File: config.mk
export PLATFORM = sky130hd
export DESIGN_NAME = chamber_pressure_ctrl
export DESIGN_NICKNAME = d
export VERILOG_FILES = /design/src/rtl/chamber_pressure_ctrl.sv
export SDC_FILE = /design/constraint.sdc
export NUM_CORES = 1
export LEC_CHECK = 0
export ABC_AREA = 1
export CAP_MARGIN = 20
export CORE_ASPECT_RATIO = 1.4
export CORE_UTILIZATION = 45
export CTS_CLUSTER_SIZE = 20
export DETAILED_ROUTE_END_ITERATION = 12
export PLACE_DENSITY = 0.66
export RECOVER_POWER = 100
export SLEW_MARGIN = 5
export SYNTH_ARGS = -nofsm -noshare
export SYNTH_HDL_FRONTEND = slang
export SYNTH_SLANG_ARGS = --single-unit
export TNS_END_PERCENT = 10
File: constraint.sdc
create_clock -name clock -period 1.4 [get_ports clock]
set_input_delay 0.35 -clock clock [delete_from_list [all_inputs] [get_ports clock]]
set_output_delay 0.35 -clock clock [all_outputs]
set_load 0.05 [all_outputs]
File: src/rtl/chamber_pressure_ctrl.sv
// Interlock-chamber pressure sequencer: timed pressurize/depressurize runs with abort and request rejection.
// Optional macro HOLD_EN adds a `hold` input that freezes the run counter while a run is active.
module chamber_pressure_ctrl #(
    parameter int CNT_W            = 12,
    parameter int PRESS_CYCLES     = 2880,
    parameter int DEPRESS_CYCLES   = 2160,
    parameter bit INIT_PRESSURIZED = 1'b0
) (
    input  logic clock,
    input  logic reset,
    input  logic start_press,
    input  logic start_depress,
    input  logic abort,
`ifdef HOLD_EN
    input  logic hold,
`endif
    output logic pressurizing,
    output logic depressurizing,
    output logic pressurized,
    output logic done,
    output logic rejected,
    output logic aborted
);

    typedef enum logic [1:0] {IDLE, PRESS, DEPRESS} state_e;

    localparam logic [CNT_W-1:0] PRESS_LAST   = CNT_W'(PRESS_CYCLES - 1);
    localparam logic [CNT_W-1:0] DEPRESS_LAST = CNT_W'(DEPRESS_CYCLES - 1);

    state_e           state_q, state_d;
    logic [CNT_W-1:0] cnt_q, cnt_d;
    logic             press_q, depress_q;
    logic             pressurized_q, pressurized_d;
    logic             done_q, done_d;
    logic             rejected_q, rejected_d;
    logic             aborted_q, aborted_d;
    logic             hold_w;
    logic             last_w;

`ifdef HOLD_EN
    assign hold_w = hold;
`else
    assign hold_w = 1'b0;
`endif

    assign last_w = (state_q == PRESS   && cnt_q == PRESS_LAST) ||
                    (state_q == DEPRESS && cnt_q == DEPRESS_LAST);

    always_comb begin
        state_d       = state_q;
        cnt_d         = '0;
        pressurized_d = pressurized_q;
        done_d        = 1'b0;
        rejected_d    = 1'b0;
        aborted_d     = 1'b0;
        case (state_q)
            IDLE: begin
                // A request is refused if ambiguous or if the chamber is already in the requested state.
                if (press_q && depress_q) begin
                    rejected_d = 1'b1;
                end else if (press_q) begin
                    if (pressurized_q) rejected_d = 1'b1;
                    else               state_d    = PRESS;
                end else if (depress_q) begin
                    if (!pressurized_q) rejected_d = 1'b1;
                    else                state_d    = DEPRESS;
                end
            end
            default: begin
                rejected_d = press_q | depress_q;
                if (abort) begin
                    // Partial run leaves the chamber in an unknown state; treat as not at pressure.
                    state_d       = IDLE;
                    aborted_d     = 1'b1;
                    pressurized_d = 1'b0;
                end else if (hold_w) begin
                    cnt_d = cnt_q;
                end else if (last_w) begin
                    state_d       = IDLE;
                    done_d        = 1'b1;
                    pressurized_d = (state_q == PRESS);
                end else begin
                    cnt_d = cnt_q + CNT_W'(1);
                end
            end
        endcase
    end

    always_ff @(posedge clock or posedge reset) begin
        if (reset) begin
            state_q       <= IDLE;
            cnt_q         <= '0;
            press_q       <= 1'b0;
            depress_q     <= 1'b0;
            pressurized_q <= INIT_PRESSURIZED;
            done_q        <= 1'b0;
            rejected_q    <= 1'b0;
            aborted_q     <= 1'b0;
        end else begin
            state_q       <= state_d;
            cnt_q         <= cnt_d;
            press_q       <= start_press;
            depress_q     <= start_depress;
            pressurized_q <= pressurized_d;
            done_q        <= done_d;
            rejected_q    <= rejected_d;
            aborted_q     <= aborted_d;
        end
    end

    assign pressurizing   = (state_q == PRESS);
    assign depressurizing = (state_q == DEPRESS);
    assign pressurized    = pressurized_q;
    assign done           = done_q;
    assign rejected       = rejected_q;
    assign aborted        = aborted_q;

endmodule

==> reports/README.md <==
| Result | Reported | Unit |
| --- | --- | --- |
| Combinational gate area | 448 | um2 |
| Share of post-route cells with drive strength above 1 | 26.9 | % |
| Critical path arrival | 1080 | ps |
| Place WS | -81.4 | ps |
| Flop area | 500 | um2 |
| Num sequential | 20 | - |
| Cycle use final | 102 | % |
| Total power density per cell area | 1420 | nW/um2 |
| Most frequent logic cells in the routed design | 21 x sky130_fd_sc_hd__nand2_1, 20 x sky130_fd_sc_hd__dfrtp_1, 19 x sky130_fd_sc_hd__nor2_1 | - |
| Layout clock buffer count | 3 | - |
| Kind of critical path | reg2out | - |
| Run status | finished with violations | - |
| Synthesized netlist cell count | 113 | - |
| Post-Syn Area per Cell | 8.54 | um2 |
| End-of-flow core utilization | 63.4 | % |
| Depth of the CTS H-tree | 1 | - |
| Max-Cap Viols | 0 | - |
| Sw Pwr | 610 | uW |
| CTS tree | yes | - |
| Cell count listed in synth_stat.txt | 113 | - |
| Share of the final layout cell area in multi-input gates | 35.4 | % |
| Latency at later pin | 300 | ps |
| Worst-case register-to-register setup slack | 30 | ps |
| Post-route setup TNS | -52.4 | ps |
| Hold slack | 554 | ps |
| Most frequent standard cell in the layout excluding fill and tap cells | sky130_fd_sc_hd__nand2_1 | - |
| Post-CTS clock slew at the launch and capture registers of the worst setup and hold paths | 120 | ps |
| Transition time at the pin with the least slew margin | 492 | ps |
| Tap cells | 21 | - |
| Violations in the final reports | negative setup slack | - |
| Final GP Congestion | 0.674 | - |
| Clock network power share | 25.8 | % |
| Setup violators final | 2 | - |
| NonClk Buf Share | 13.5 | % |
| Worst setup path endpoint | pressurizing | - |
| Setup ws final | -30.4 | ps |
[kinds of logic (layout without fill, tap and decap cells)]
family | after synthesis | count (layout) | share of synthesized area (%)
fa+ha+maj | 1 | 1 | 1.30
compound gates | 4 | 4 | 2.72
simple gates | 60 | 60 | 27.8
flops | 20 | 20 | 51.9
buf+inv | 19 | 40 | 8.17
xor+xnor | 9 | 9 | 8.17
[repair_timing]
| action | 4_1_cts | 5_1_grt |
|---|---|---|
| setup buffers | 0 | 1 |
| pin swaps | 2 | 5 |
| setup endpoints to repair | 16 | 16 |
| gates resized | 9 | 10 |
[state kept, by name (all words and copies together), names as in the netlist]
| register | flops |
|---|---|
| pressurized | 1 |
| state_q | 2 |
| depress_q | 1 |
| done | 1 |
| cnt_q | 12 |
| rejected | 1 |
| press_q | 1 |
| aborted | 1 |
[synthesized netlist by cell type (all sizes together)]
cell / count / area share, %
nor2: 24 / 11
nand2: 23 / 8.9
dfrtp: 20 / 52
inv: 18 / 7.0
nand3: 8 / 4.2
xor2: 8 / 7.3
nor3: 3 / 2.1
nand4: 2 / 1.9
a31oi: 1 / 0.65
buf: 1 / 1.2
ha: 1 / 1.3
o211ai: 1 / 0.78
o21ai: 1 / 0.52
o31ai: 1 / 0.78
xnor2: 1 / 0.91
[worst max-delay path, stage by stage (launching register included)]
cell	delay, ps
sky130_fd_sc_hd__dfrtp_1	440
sky130_fd_sc_hd__inv_2	70
sky130_fd_sc_hd__nand2_2	50
sky130_fd_sc_hd__inv_2	80
sky130_fd_sc_hd__buf_12	130
[routing by layer]
layer / vias to the layer above / wire, um / share of wire [%] / track usage, %
met1: 351 / 749 / 42 / 22.4
met4: 0 / 16 / 0.90 / 5.53
li1: 387 / - / - / -
met3: 2 / 29 / 1.6 / 2.37
met5: - / 0 / 0 / 0
met2: 7 / 980 / 55 / 34.2
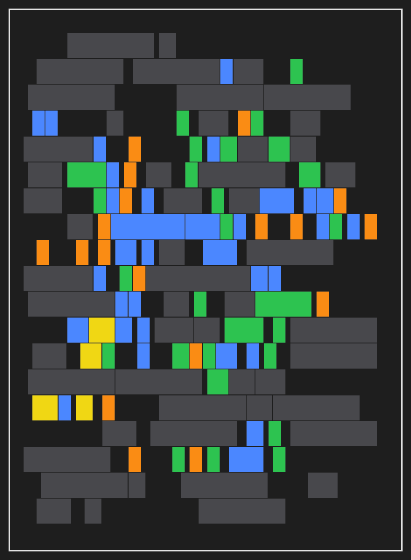
**Above:** selected gate families.
- orange: inverters (cells 18; most used inv_1)
- yellow: inverting AOI/OAI gates (cells 4)
- green: NOR gates (cells 27; most used nor2_1)
- blue: NAND gates (cells 33; most used nand2_1)

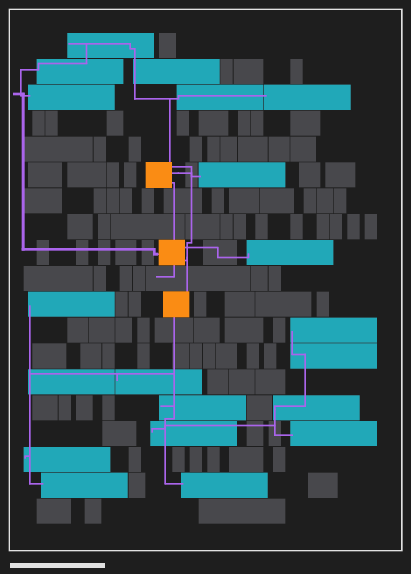
**Above:** clock distribution.
Scale bar: 10 um.
- orange: cells driving clock nets (count 3)
- purple: clock wires (length 218 um)
- cyan: flip-flops (count 20)
- routed clock nets: 4
- flops lie: spread over the die

No activity file was given, so power comes from the tool's default toggle rates.
